### Placement view, run 1

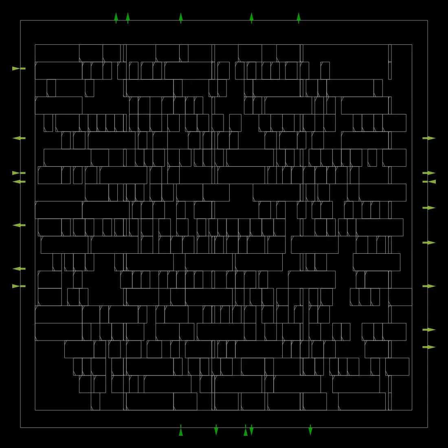
### Clock network drawn from the DEF, run 1

Bar = 20 um.
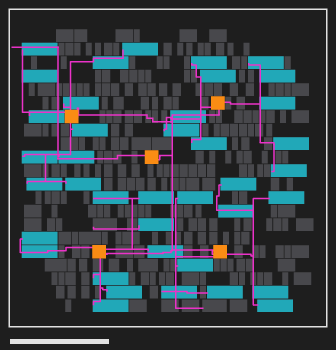
### Sizing map, run 1

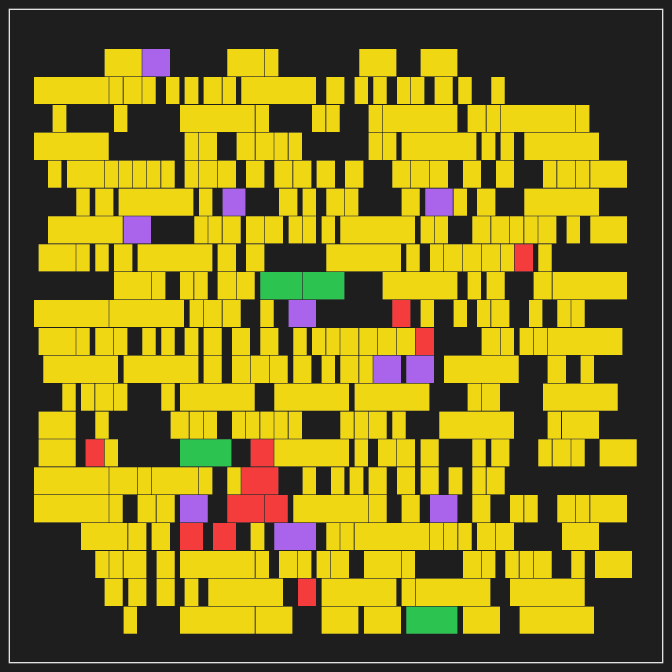
$ cat src/rtl/serial_deserializer.sv
// Serial-to-parallel deserializer with a one-word holding register and a sticky overrun flag.
// Define DESER_PARITY_EN to append an even-parity bit to each frame and report parity_err.
module serial_deserializer #(
    parameter int unsigned n = 16
) (
    input  logic         clk,
    input  logic         rst,
    input  logic         sin,
    input  logic         sin_valid,
    input  logic         dir,
    output logic [n-1:0] Q,
    output logic         q_valid,
    input  logic         q_ready,
    output logic         overrun,
    output logic         parity_err
);

    localparam int unsigned cw = $clog2(n);
    localparam logic [cw-1:0] cnt_last = cw'(n - 1);

    logic [n-1:0]  sr_q, sr_d;
    logic [cw-1:0] cnt_q, cnt_d;
    logic          fdir_q, fdir_d;
    logic [n-1:0]  q_d;
    logic          q_valid_d, overrun_d;
    logic          frame_start, frame_dir, complete, hold_free;
    logic [n-1:0]  shifted, word;

    // A new frame takes its direction from dir on its very first bit.
    assign frame_dir = frame_start ? dir : fdir_q;
    assign shifted   = frame_dir ? {sin, sr_q[n-1:1]} : {sr_q[n-2:0], sin};
    assign hold_free = !q_valid || q_ready;

`ifdef DESER_PARITY_EN
    typedef enum logic {StCollect, StParity} state_e;
    state_e state_q, state_d;
    logic   perr_q, perr_d, word_perr;

    assign frame_start = (cnt_q == '0) && (state_q == StCollect);
    assign parity_err  = perr_q;

    always_comb begin
        sr_d      = sr_q;
        cnt_d     = cnt_q;
        fdir_d    = fdir_q;
        state_d   = state_q;
        complete  = 1'b0;
        word      = shifted;
        word_perr = 1'b0;
        if (sin_valid) begin
            case (state_q)
                StCollect: begin
                    fdir_d = frame_dir;
                    sr_d   = shifted;
                    if (cnt_q == cnt_last) begin
                        cnt_d   = '0;
                        state_d = StParity;
                    end else begin
                        cnt_d = cnt_q + cw'(1);
                    end
                end
                StParity: begin
                    // Parity bit is checked but never enters the shift register.
                    complete  = 1'b1;
                    word      = sr_q;
                    word_perr = ^sr_q ^ sin;
                    state_d   = StCollect;
                end
                default: state_d = StCollect;
            endcase
        end
    end

    always_ff @(posedge clk) begin
        if (rst) begin
            state_q <= StCollect;
            perr_q  <= 1'b0;
        end else begin
            state_q <= state_d;
            perr_q  <= perr_d;
        end
    end

    always_comb begin
        perr_d = perr_q;
        if (complete && hold_free) perr_d = word_perr;
    end
`else
    assign frame_start = (cnt_q == '0);
    assign parity_err  = 1'b0;

    always_comb begin
        sr_d     = sr_q;
        cnt_d    = cnt_q;
        fdir_d   = fdir_q;
        complete = 1'b0;
        word     = shifted;
        if (sin_valid) begin
            fdir_d = frame_dir;
            sr_d   = shifted;
            if (cnt_q == cnt_last) begin
                cnt_d    = '0;
                complete = 1'b1;
            end else begin
                cnt_d = cnt_q + cw'(1);
            end
        end
    end
`endif

    always_comb begin
        q_d       = Q;
        q_valid_d = q_valid;
        overrun_d = overrun;
        if (complete) begin
            if (hold_free) begin
                q_d       = word;
                q_valid_d = 1'b1;
            end else begin
                overrun_d = 1'b1;
            end
        end else if (q_valid && q_ready) begin
            q_valid_d = 1'b0;
        end
    end

    always_ff @(posedge clk) begin
        if (rst) begin
            sr_q    <= '0;
            cnt_q   <= '0;
            fdir_q  <= 1'b0;
            Q       <= '0;
            q_valid <= 1'b0;
            overrun <= 1'b0;
        end else begin
            sr_q    <= sr_d;
            cnt_q   <= cnt_d;
            fdir_q  <= fdir_d;
            Q       <= q_d;
            q_valid <= q_valid_d;
            overrun <= overrun_d;
        end
    end

endmodule
$ cat config.mk
export PLATFORM = sky130hd
export DESIGN_NAME = serial_deserializer
export DESIGN_NICKNAME = d
export VERILOG_FILES = /design/src/rtl/serial_deserializer.sv
export SDC_FILE = /design/constraint.sdc
export NUM_CORES = 1
export LEC_CHECK = 0
export ABC_AREA = 1
export CAP_MARGIN = 20
export CORE_MARGIN = 2
export CORE_UTILIZATION = 54
export DETAILED_ROUTE_END_ITERATION = 6
export GPL_TIMING_DRIVEN = 0
export PLACE_DENSITY = 0.78
export SYNTH_ARGS = -nofsm -noshare
export SYNTH_HDL_FRONTEND = slang
export SYNTH_SLANG_ARGS = --single-unit
$ cat constraint.sdc
create_clock -name clk -period 1.8 [get_ports clk]
set_input_delay 0.36 -clock clk [delete_from_list [all_inputs] [get_ports clk]]
set_output_delay 0.36 -clock clk [all_outputs]
set_load 0.005 [all_outputs]
==> out/results.ini, run 1 <==
[power_and_ir_drop]
cell_internal_pwr_mw = 1.209
p_seq_mw = 0.921
power_leakage_nw = 1.105
pg_clk_mw = 0.510

[final_timing]
setup_tns_ns = 0
rsz0062_at_grt = false
finalClockPeriodUsage_pct = 87.53

[global_routing]
grt_use_total_pct = 22.50
grt_pass1_wl_um = 7065
grt_max_degree = 12

[worst_setup_path]
worst_setup_path_start_kind = flip-flop
worstReg2RegStart = cnt_q[0]
startpoint = cnt_q[0]
crit_path_max_incr_delay_ns = 0.40
endpoint = Q[11]
crit_path_end_kind = flip-flop
worstPathRequired_ns = 2.07

[clock_network]
cts_tree = yes
post_cts_buffers = 0

[floorplanning]
io_pins = 25

[logic_synthesis]
top_area_cell = dfxtp_1
synth_area_sq_um = 1919
edf_count = 0
syn-num-nets = 296
synthDominantCellAreaShare_pct = 40.68
aoi_share_pct = 6.389

[detailed_routing]
drt_iter0_markers = 112
top_layer = met4

[run_status]
status = completed

[hold_path]
hold_class = input pin to flip-flop
min_from = rst

[placed_design]
placedCellCount = 356

[final_layout]
mostFrequentLayoutCells = nand3_1 (67), inv_1 (58), dfxtp_1 (39)

[flow_run]
drv_cap = 0

About 'Placement view':
sequential cell area share: 34.46%
fin cells: 364
Tap Cells: 46

About 'Clock network drawn from the DEF':
[cyan] flip-flops | count: 39
[orange] cells driving clock nets | count: 5
[magenta] clock wires | length: 469 um
flops lie: widely spread
routed clock nets: 6

About 'Sizing map':
| color | size | cells |
|---|---|---|
| purple | drive 3 to 4 | 10 |
| red | drive 2 | 11 |
| yellow | drive 1 or less | 293 |
| green | drive 6 and up | 4 |
design area: 2266 sq um
P&R area growth vs syn: 18.06%

==> run 1: worst reg2reg max path, delay by kind of cell, from the launching register on <==
kind                     cells  cell delay, ns
flip-flops                   1            0.40
adder cells (fa/ha/maj)      1            0.20
AND/OR/NAND/NOR              5            0.59
buffers and inverters        3            0.31
==> run 1: sequential cells by signal (all words and copies together) (netlist names) <==
name	cells
q_valid	1
Q	16
overrun	1
sr_q	16
cnt_q	4
fdir_q	1
==> run 1: cell type report <==
type	instances	area, sq um
plain buffers	15	88.84
clock buffers	8	68.82
fillers	335	1097
inverters	59	224.0
multi-input cells	175	825.8
flip-flops and latches	39	780.7
well taps	46	57.56
repair buffers	22	220.2
==> run 2: changes to the inputs <==
--- a/config.mk
+++ b/config.mk
@@ -8,10 +8,9 @@
 export ABC_AREA = 1
 export CAP_MARGIN = 20
 export CORE_MARGIN = 2
-export CORE_UTILIZATION = 54
+export CORE_UTILIZATION = 25
 export DETAILED_ROUTE_END_ITERATION = 6
 export GPL_TIMING_DRIVEN = 0
-export PLACE_DENSITY = 0.78
 export SYNTH_ARGS = -nofsm -noshare
 export SYNTH_HDL_FRONTEND = slang
 export SYNTH_SLANG_ARGS = --single-unit
==> out/results.ini, run 2 <==
[worst_setup_path]
crit_path_end_kind = flip-flop
worstPathRequired_ns = 1.99  ; -0.08 ns
worstPathArrival_ns = 1.79
worst_setup_path_start_kind = flip-flop
crit_path_max_incr_delay_ns = 0.38  ; -0.02 ns
worst-path-buf-inv = 3
worstReg2RegStart = cnt_q[0]

[final_layout]
reg_top3 = Q: 16 flops, sr_q: 16 flops, cnt_q: 4 flops
logic_area_sq_um = 825.8  ; unchanged
regArea_sq_um = 780.7  ; unchanged
mostFrequentLayoutCells = nand3_1 (67), inv_1 (58), dfxtp_1 (39)
final_cells = 417  ; +15%
n_fill_cell = 807  ; +140%

[global_routing]
grt_use_total_pct = 11.20  ; -11 points
grt_pass1_vias = 1656
grt_max_degree = 12  ; unchanged
grt_pass1_wl_um = 7603  ; +7.6%

[logic_synthesis]
synth_area_sq_um = 1919  ; unchanged
aoi_share_pct = 6.389  ; unchanged
syn-num-nets = 296  ; unchanged
synthDominantCellAreaShare_pct = 40.68  ; unchanged
top_area_cell = dfxtp_1
edf_count = 0  ; unchanged

[hold_path]
hold_class = input pin to flip-flop
min_from = rst

[power_and_ir_drop]
p_seq_mw = 0.921  ; about the same
cell_internal_pwr_mw = 1.252  ; +3.5%
power_leakage_nw = 1.108  ; +0.33%
power_frac_clock_pct = 33.2

[final_timing]
setup_tns_ns = 0  ; unchanged
rsz0062_at_grt = false
finalClockPeriodUsage_pct = 88.91  ; +1.4 points

[clock_network]
cts_made_buffers = 5
cts_sinks = 39

[floorplanning]
core-area_sq_um = 7331
dieArea_sq_um = 8394
io_pins = 25  ; unchanged

[detailed_routing]
met1_length_um = 2167
top_layer = met4
drt_iter0_markers = 171  ; +53%

[placed_design]
placedCellCount = 409  ; +15%
place.gp.congestion = 0.8144

[flow_run]
drv_cap = 0  ; unchanged

[run_status]
status = completed

run 2: cell counts after synthesis:
Identical to the previous run, type by type.
run 2: final cells by class:
cell class / instances / share of cell area, %
timing repair buffer: 22 / 9.392
tap: 99 / 5.283
clock inverter: 1 / 0.2134
multi-input combinational: 175 / 35.22
sequential: 39 / 33.30
clock buffer: 7 / 3.255
inverter: 59 / 9.552
buffer: 15 / 3.789
run 2: how the worst max path moves through the flow:
stage / start / depth (start not counted) / endpoint / slack (ns)
final: cnt_q[0] / 9 / Q[11] / 0.20
after global routing: sin_valid / 7 / sr_q[14] / 0.07
after CTS: cnt_q[0] / 9 / Q[11] / 0.20
after detailed placement: sin_valid / 9 / Q[11] / -0.06
after global placement: sin_valid / 9 / Q[12] / -0.04
after floorplan: cnt_q[0] / 9 / Q[10] / 0.46
### Placement view, run 2

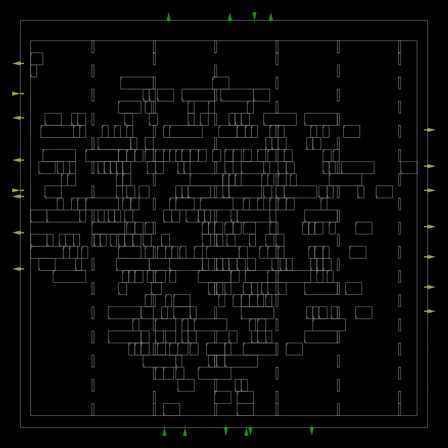
Tap Cells: 99
Layout Utilization: 31.99%

### Sizing map, run 2

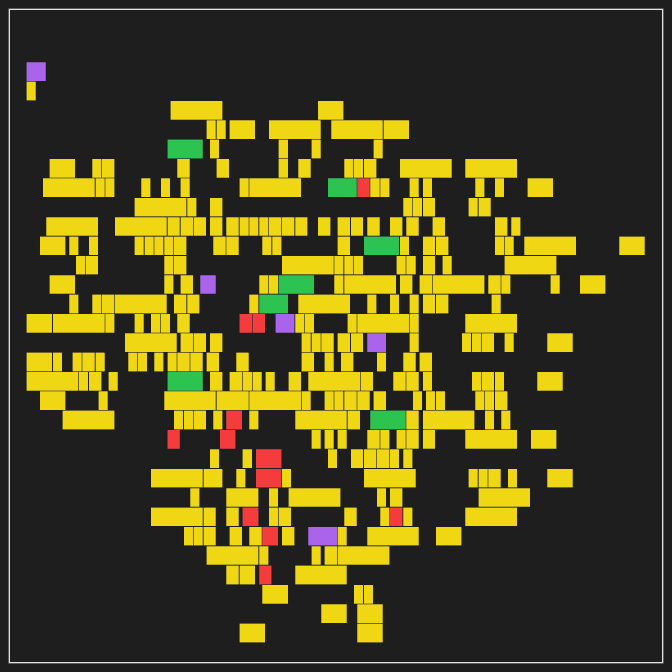
| color | size | cells |
|---|---|---|
| red | drive 2 | 12 |
| purple | drive 3 to 4 | 5 |
| green | drive 6 and up | 7 |
| yellow | drive 1 or less | 294 |
buffers outside the clock class: 37
P&R area growth vs syn: 22.16%
design area: 2345 sq um
Setup WS post-layout: 0.1997 ns

### Clock network drawn from the DEF, run 2

Bar = 20 um.
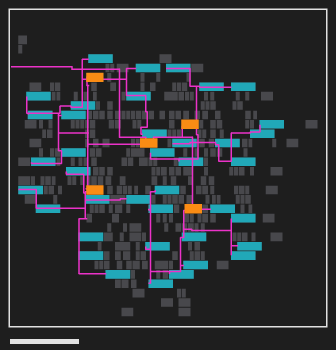
[magenta] clock wires | length: 557 um
[orange] cells driving clock nets | count: 5
[cyan] flip-flops | count: 39
routed clock nets: 6

